<file path="src/rtl/echo_unloader.sv">
// echo_unloader: copies one completed echo record out of the recording-channel
// FIFO into the frame buffer RAM. Each record becomes a frame with this layout:
//   addr 0      timestamp low byte
//   addr 1      timestamp high bits, zero-extended
//   addr 2      len = min(sample_length, fifo_usdw)
//   addr 3+i    data word i, for i = 0..len-1
//   addr 3+len  XOR of all data words (only when UNLOADER_CHECKSUM_EN is defined)
// After the frame is written, frame_ready stays high until frame_ack.
//
// Optional feature: define the macro UNLOADER_CHECKSUM_EN to append the
// checksum word. This adds one cycle to the unload latency.
//
// Ports
//   clk, reset           clock; asynchronous active-low reset
//   echo_pulse_detected  a record is complete; sample_length, fifo_usdw and
//                        timestamp are captured on this pulse
//   fifo_rdreq / fifo_q  non-showahead FIFO read port (q valid 1 cycle later)
//   ram_we/addr/d        frame buffer write port
//   frame_ready/ack      frame handshake to the consumer
//   busy                 high whenever the unloader is not idle
//   len_err              sticky; set when sample_length exceeded fifo_usdw
module echo_unloader #(
  parameter int unsigned DATA_W = 8,
  parameter int unsigned TS_W   = 13,
  parameter int unsigned ADDR_W = 9
) (
  input  logic              clk,
  input  logic              reset,
  input  logic              echo_pulse_detected,
  input  logic [DATA_W-1:0] sample_length,
  input  logic [DATA_W-1:0] fifo_usdw,
  input  logic [DATA_W-1:0] fifo_q,
  input  logic [TS_W-1:0]   timestamp,
  output logic              fifo_rdreq,
  output logic              ram_we,
  output logic [ADDR_W-1:0] ram_addr,
  output logic [DATA_W-1:0] ram_d,
  output logic              frame_ready,
  input  logic              frame_ack,
  output logic              busy,
  output logic              len_err
);

  localparam int unsigned HDR_WORDS = 3;

  typedef enum logic [2:0] {
    S_IDLE,
    S_HDR0,
    S_HDR1,
    S_HDR2,
    S_DRAIN,
    S_FLUSH,
    S_READY
  } state_t;

  state_t            state_q, state_d;
  logic [DATA_W-1:0] ts_hi_q, ts_hi_d;
  logic [DATA_W-1:0] len_q, len_d;
  logic [DATA_W-1:0] cnt_q, cnt_d;
  logic              rdreq_q, rdreq_d;
  logic              we_q, we_d;
  logic [ADDR_W-1:0] addr_q, addr_d;
  logic [DATA_W-1:0] dreg_q, dreg_d;
  logic              dsel_q, dsel_d;
  logic              ready_q, ready_d;
  logic              busy_q, busy_d;
  logic              len_err_q, len_err_d;

  logic [DATA_W-1:0] len_min_c;
  logic [DATA_W-1:0] data_word_c;

`ifdef UNLOADER_CHECKSUM_EN
  logic [DATA_W-1:0] csum_q, csum_d;
  logic              ext_q, ext_d;
`endif

  // Record length is clamped to what the FIFO actually holds
  assign len_min_c = (sample_length > fifo_usdw) ? fifo_usdw : sample_length;

  // FIFO word arriving this cycle (zero when no read was issued last cycle)
  assign data_word_c = dsel_q ? fifo_q : '0;

  // State and registered-output register
  always_ff @(posedge clk or negedge reset) begin
    if (!reset) begin
      state_q   <= S_IDLE;
      ts_hi_q   <= '0;
      len_q     <= '0;
      cnt_q     <= '0;
      rdreq_q   <= 1'b0;
      we_q      <= 1'b0;
      addr_q    <= '0;
      dreg_q    <= '0;
      dsel_q    <= 1'b0;
      ready_q   <= 1'b0;
      busy_q    <= 1'b0;
      len_err_q <= 1'b0;
    end else begin
      state_q   <= state_d;
      ts_hi_q   <= ts_hi_d;
      len_q     <= len_d;
      cnt_q     <= cnt_d;
      rdreq_q   <= rdreq_d;
      we_q      <= we_d;
      addr_q    <= addr_d;
      dreg_q    <= dreg_d;
      dsel_q    <= dsel_d;
      ready_q   <= ready_d;
      busy_q    <= busy_d;
      len_err_q <= len_err_d;
    end
  end

`ifdef UNLOADER_CHECKSUM_EN
  // Running checksum and flush-extension flag
  always_ff @(posedge clk or negedge reset) begin
    if (!reset) begin
      csum_q <= '0;
      ext_q  <= 1'b0;
    end else begin
      csum_q <= csum_d;
      ext_q  <= ext_d;
    end
  end
`endif

  // Next-state and next-output logic
  always_comb begin
    state_d   = state_q;
    ts_hi_d   = ts_hi_q;
    len_d     = len_q;
    cnt_d     = cnt_q;
    rdreq_d   = 1'b0;
    len_err_d = len_err_q;
    // A data write always follows a read by one cycle, landing at 3+index
    we_d      = rdreq_q;
    addr_d    = rdreq_q ? ADDR_W'(HDR_WORDS) + ADDR_W'(cnt_q) : '0;
    dreg_d    = '0;
    dsel_d    = rdreq_q;
`ifdef UNLOADER_CHECKSUM_EN
    csum_d    = csum_q ^ data_word_c;
    ext_d     = ext_q;
`endif

    case (state_q)
      S_IDLE: begin
        if (echo_pulse_detected) begin
          state_d   = S_HDR0;
          ts_hi_d   = DATA_W'(timestamp >> DATA_W);
          len_d     = len_min_c;
          len_err_d = len_err_q | (sample_length > fifo_usdw);
          we_d      = 1'b1;
          addr_d    = ADDR_W'(0);
          dreg_d    = DATA_W'(timestamp);
`ifdef UNLOADER_CHECKSUM_EN
          csum_d    = '0;
          ext_d     = 1'b0;
`endif
        end
      end

      S_HDR0: begin
        state_d = S_HDR1;
        we_d    = 1'b1;
        addr_d  = ADDR_W'(1);
        dreg_d  = ts_hi_q;
      end

      S_HDR1: begin
        state_d = S_HDR2;
        we_d    = 1'b1;
        addr_d  = ADDR_W'(2);
        dreg_d  = len_q;
      end

      S_HDR2: begin
        cnt_d = '0;
        if (len_q != '0) begin
          state_d = S_DRAIN;
          rdreq_d = 1'b1;
        end else begin
          state_d = S_FLUSH;
        end
      end

      // cnt_q is the index of the read issued in this cycle
      S_DRAIN: begin
        cnt_d = cnt_q + DATA_W'(1);
        if (cnt_q == len_q - DATA_W'(1)) begin
          state_d = S_FLUSH;
        end else begin
          rdreq_d = 1'b1;
        end
      end

      // The last data word is written here; optionally one more cycle for the checksum
      S_FLUSH: begin
`ifdef UNLOADER_CHECKSUM_EN
        if (!ext_q) begin
          ext_d  = 1'b1;
          we_d   = 1'b1;
          addr_d = ADDR_W'(HDR_WORDS) + ADDR_W'(len_q);
          dreg_d = csum_q ^ data_word_c;
        end else begin
          ext_d   = 1'b0;
          state_d = S_READY;
        end
`else
        state_d = S_READY;
`endif
      end

      S_READY: begin
        if (frame_ack) begin
          state_d = S_IDLE;
        end
      end

      default: begin
        state_d = S_IDLE;
      end
    endcase

    ready_d = (state_d == S_READY);
    busy_d  = (state_d != S_IDLE);
  end

  assign fifo_rdreq  = rdreq_q;
  assign ram_we      = we_q;
  assign ram_addr    = addr_q;
  // FIFO data bypasses the output register so each word is written the cycle it arrives
  assign ram_d       = dsel_q ? fifo_q : dreg_q;
  assign frame_ready = ready_q;
  assign busy        = busy_q;
  assign len_err     = len_err_q;

endmodule

</file>
<file path="config.mk">
export PLATFORM = sky130hd
export DESIGN_NAME = echo_unloader
export DESIGN_NICKNAME = d
export VERILOG_FILES = /design/src/rtl/echo_unloader.sv
export SDC_FILE = /design/constraint.sdc
export NUM_CORES = 1
export LEC_CHECK = 0
export CORE_UTILIZATION = 40
export CTS_CLUSTER_DIAMETER = 40
export DETAILED_ROUTE_END_ITERATION = 6
export DONT_BUFFER_PORTS = 1
export PLACE_DENSITY = 0.65
export SLEW_MARGIN = 40
export SYNTH_ARGS = -nofsm -noshare
export SYNTH_HDL_FRONTEND = slang
export SYNTH_SLANG_ARGS = --single-unit
export TNS_END_PERCENT = 10
</file>
<file path="constraint.sdc">
create_clock -name clk -period 4 [get_ports clk]
set_input_delay 0.6 -clock clk [delete_from_list [all_inputs] [get_ports clk]]
set_output_delay 0.6 -clock clk [all_outputs]
set_load 0.01 [all_outputs]
</file>
**Run 1: cell classes on the final placement**

Drawn at 4 px/µm. Fill, decap, tap and diode cells in gray.
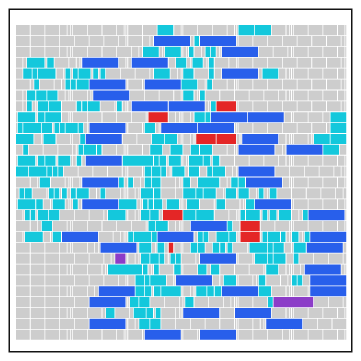
Key: clock drivers and dummy loads = red [cells 8]; sequential cells = blue [cells 47]; combinational and other logic = cyan [cells 223]; remaining buffers and delay cells = purple [cells 2]
Site Rows: 29
final instance area: 0.00291 mm²
Seq area share: 40.4%
Final Util: 44.6%

**Run 1: cells by drive strength**

Drawn at 4 px/µm.
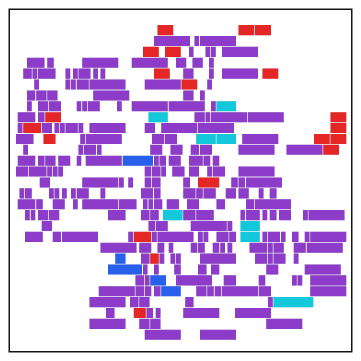
Key: _6 and larger = cyan [cells 8]; _0 and _1 cells = purple [cells 247]; _3 and _4 cells = blue [cells 5]; _2 cells = red [cells 20]

**Run 1: routing congestion map**

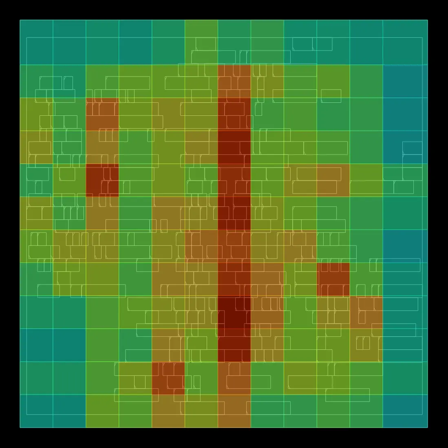
M3 GR Usage: 3.21%
M1 GR Usage: 21.5%

==> CHANGELOG.md, run 1 <==
## Flow update

- Post-synth EDFFs: 0
- Initial antenna violation count: 0
- Ys async rst share: 100%
- Post-cts hold buffer count: 1
- Slowest stage cell, crit path: dfrtp_1
- Sequential power share: 47.5%
- CP startpoint: len_q[0]
- I/O pin count: 63
- Dpl cells: 348
- Main power group: sequential cells
- Aoi share: 16.1%
- Core area: 0.00653 mm²
- Die X-Extent: 85.3 µm
- Top routing layer in use: met4
- Top Layout Cells: dfrtp_1 (47), nand2_1 (37), nor2_1 (27)
- CP Launch Type: flop
- Fa+ha+maj area frac: 5.41%
- Final Hold Viols: 0
- Final HPWL DP: 4210 µm
- Setup_tns: 0 ns
- Commonest cells in the synthesized netlist: dfrtp_1 (47), nand2_1 (37), nor2_1 (27)
- Overall Power: 1.89 mW
- Vias in the first global route: 1954
- Wire per inst: 15.6 µm
- Status: complete, no violations
- WP buf/inv: 1
- Tap cells: 77
- Log Warnings: 28
- Fillers: 626
- #MultiIn Comb: 210
- Vias per cell: 5.61
- Post-CTS Resized: 0
- Main logic family after synthesis: simple AND/OR/NAND/NOR gates
- Top FF cell, synth: dfrtp_1
- Via Count: 2003
- Yosys top cell area share: 42.4%
- Met2 GRT Util: 27.1%
- Final setup viols: 0
- Register share after synthesis: 42.4%
**Run 1: logic cells by family**

Drawn at 4 px/µm.
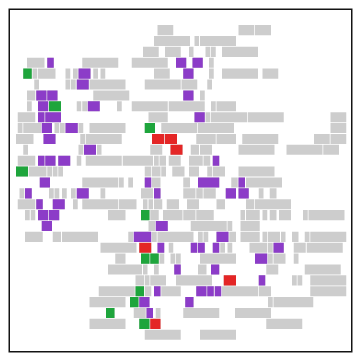

## Run 2: what changed since run 1
- clock period: 4 -> 1.9 ns (I/O delays scaled with it)
**Run 2: logic cells by family**

Drawn at 4 px/µm.
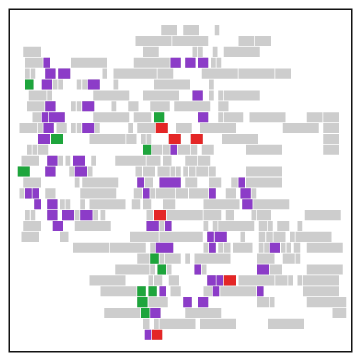
Key: aoi and oai cells = purple [cells 55]; and/or cells = green [cells 11]; non-inverting ao/oa cells = red [cells 6]

**Run 2: routing congestion map**

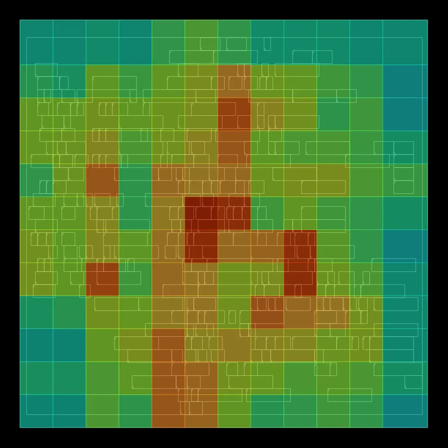
wire per inst: 15.4 µm
M3 GR Usage: 3.50%

==> run 2 against run 1 <==
Effect of this change: flip-flop count unchanged; power is 130% higher; worst setup slack got worse by 1.9 ns; critical endpoint is now state_q[0]; hold slack got worse by 0.050 ns; final area grew 4.1%; maximum frequency grew 14%; core utilization up 1.8 points; area after synthesis stayed put.
==> CHANGELOG.md, run 2 <==
## Flow update

- Post-cts hold buffer count: 2
- Post-CTS Resized: 0
- Seq area share: 38.8%
- ANT cells: 0
- Routed Antenna Nets: 0
- Pins Over Slew Limit: 0
- Peak supply drop: 466 µV
- Met3 WL: 328 µm
- Post-synth EDFFs: 0
- Clk buf depth: 2
- Vias per cell: 5.55
- Dpl cells: 356
- #MultiIn Comb: 210
- Final-layout clock buffer total: 5
- Status: complete, no violations
- Via Count: 2032
- Fillers: 619
- Drc violations: 0
- Sequential power share: 42.0%
- Latency at later pin: 0.31 ns
- Slowest stage cell, crit path: a2111oi_2
- Cell-internal power: 2.65 mW
- Busiest metal layer after global routing: met2
- Top FF cell, synth: dfrtp_1
- Final setup viols: 0
- Initial Util: 42.5%
- CP endpoint: state_q[0]
- Cell family with most CP delay: AND-OR/OR-AND gates
- Slew HR: 69.9%
- Site Rows: 29
- Area Growth Syn to Fin: 9.25%
- I/O pin count: 63
- Crit Path Category: flop to flop
- Pre-CTS WS: 0.137 ns
- Most frequent logic cell in the layout: dfrtp_1
- Slew @ Worst Pin: 0.447 ns
- Initial antenna violation count: 0
- Post-CTS Setup Bufs: 0
- # Cells Yosys: 287
- Top routing layer in use: met4
- Main power group: sequential cells
- Final nets: 341
- Final Util: 46.4%
- P_comb: 1.63 mW
- Setup_tns: 0 ns
- Crit Path Max Fanout: 6
- Core area: 0.00653 mm²
- Die X-Extent: 85.3 µm
- Worst path max stage delay: 0.39 ns
- Switch share: 38.3%
- Sequential Area: 0.00118 mm²
- CP endpoint kind: flop
- NetSw: 1.65 mW
- Dpl cell area: 0.00286 mm²
- Max-area cell class: combinational gates
- And+or+nand+nor area frac: 20.3%
- Ys async rst share: 100%
- Max-cap viol count: 0
- Reg-to-reg startpoint: len_q[0]
- Final HPWL DP: 4230 µm
- Aoi share: 16.1%
- Fin crit share: 92.2%
- Fa+ha+maj area frac: 5.41%
- Tap cells: 77
- Main logic family after synthesis: simple AND/OR/NAND/NOR gates
- H-tree depth: 2
- Yosys top cell area share: 42.4%
- Chip height: 85.3 µm
- CP Launch Type: flop
- CTS tree: yes
- CTS Root Buffer Type: clkbuf_8
- Non-clock buffers: 11
- M1 GR Usage: 20.7%
- Register share after synthesis: 42.4%
- Commonest cells in the synthesized netlist: dfrtp_1 (47), nand2_1 (37), nor2_1 (27)
- Overall Power: 4.30 mW
- Vias in the first global route: 2039
- WP buf/inv: 1
- Clock-cell share: 4.50%
- CP startpoint: len_q[0]
- Met2 GRT Util: 28.8%
- Final instance area: 0.00303 mm²
- Top Layout Cells: dfrtp_1 (47), nand2_1 (37), nor2_1 (27)
- Final Hold Viols: 0
- M1 WL: 2470 µm
- Setup WS post-layout: 0.148 ns
- Hold path start: timestamp[0]
- Log Warnings: 28
- Met2 wire length: 2770 µm
- GRT Total Usage: 16.6%
**Run 2: cells by drive strength**

Drawn at 4 px/µm.
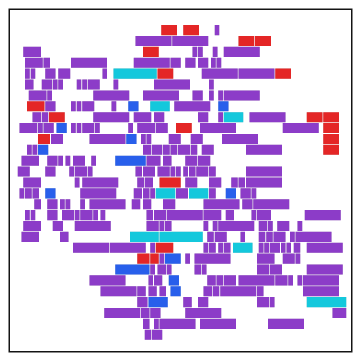

## Run 3: what changed since run 2
- ABC_AREA: default -> 1
**Run 3: cells by drive strength**

Drawn at 4 px/µm.
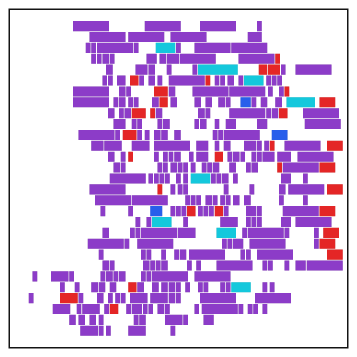
Key: _2 cells = red [cells 30]; _6 and larger = cyan [cells 8]; _0 and _1 cells = purple [cells 306]; _3 and _4 cells = blue [cells 3]

==> run 3 against run 2 <==
Effect of this change: clock skew shrank 0.0031 ns; clock power shrank 26%; sequential share of layout area grew 1.7 points; largest cell class unchanged; first-iteration DRC count grew 1.5%; the run now ends with design-rule violations left; die area shrank 2.3%; synthesized cell count grew 19%; sequential power shrank about 10%.
==> CHANGELOG.md, run 3 <==
## Flow update

- Status: finished with violations
- Failing checks: design-rule violations
- Post-synth EDFFs: 0
- Met3 WL: 321 µm
- Post-CTS Setup Bufs: 0
- CP endpoint: busy
- CTS tree: yes
- Initial antenna violation count: 0
- Final setup viols: 0
- Chip height: 84.3 µm
- Met2 GRT Util: 28.5%
- NetSw: 1.66 mW
- Pins Over Slew Limit: 0
- And+or+nand+nor area frac: 28.3%
- Sequential power share: 41.9%
- Sequential Area: 0.00118 mm²
- Vias per cell: 5.08
- Fa+ha+maj area frac: 5.55%
- Fillers: 651
- CP startpoint: len_q[0]
- Post-cts hold buffer count: 2
- Yosys top cell area share: 43.4%
- GRT Total Usage: 17.3%
- Clk buf depth: 2
- Vias in the first global route: 2111
- Max-area cell class: combinational gates
- Latency at later pin: 0.31 ns
- Tap cells: 77
- Switch share: 43.2%
- Commonest cells in the synthesized netlist: nand2_1 (93), dfrtp_1 (47), inv_1 (44), nand3_1 (31), nor2_1 (27)
- CP endpoint kind: flop
- #MultiIn Comb: 237
- Area Growth Syn to Fin: 7.26%
- Setup_tns: 0 ns
- Non-clock buffers: 2
- Hold path start: timestamp[10]
- Most frequent logic cell in the layout: nand2_1
- ANT cells: 0
- M1 GR Usage: 22.2%
- P_comb: 1.60 mW
- I/O pin count: 63
- Clock-cell share: 3.40%
- Site Rows: 29
- Final nets: 399
- Fin crit share: 87.3%
- Crit Path Category: flop to flop
- Main power group: sequential cells
- Final-layout clock buffer total: 6
- Cell-internal power: 2.19 mW
- Cell family with most CP delay: simple AND/OR/NAND/NOR gates
- # Cells Yosys: 342
- Drc violations: 14
- Max-cap viol count: 0
- Main logic family after synthesis: simple AND/OR/NAND/NOR gates
- Busiest metal layer after global routing: met2
- WP buf/inv: 1
- Slew @ Worst Pin: 0.462 ns
- Peak supply drop: 388 µV
- CP Launch Type: flop
- Slowest stage cell, crit path: dfrtp_1
- Dpl cells: 414
- Reg-to-reg startpoint: len_q[0]
- Slew HR: 69.1%
- Ys async rst share: 100%
- Wire per inst: 13.5 µm
**Run 3: cell classes on the final placement**

Drawn at 4 px/µm. Fill, decap, tap and diode cells in gray.
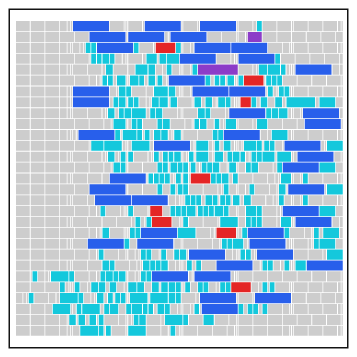
Final Util: 45.0%
Seq area share: 40.5%
final instance area: 0.00290 mm²
core area: 0.00646 mm²

No activity file was given, so power comes from the tool's default toggle rates.
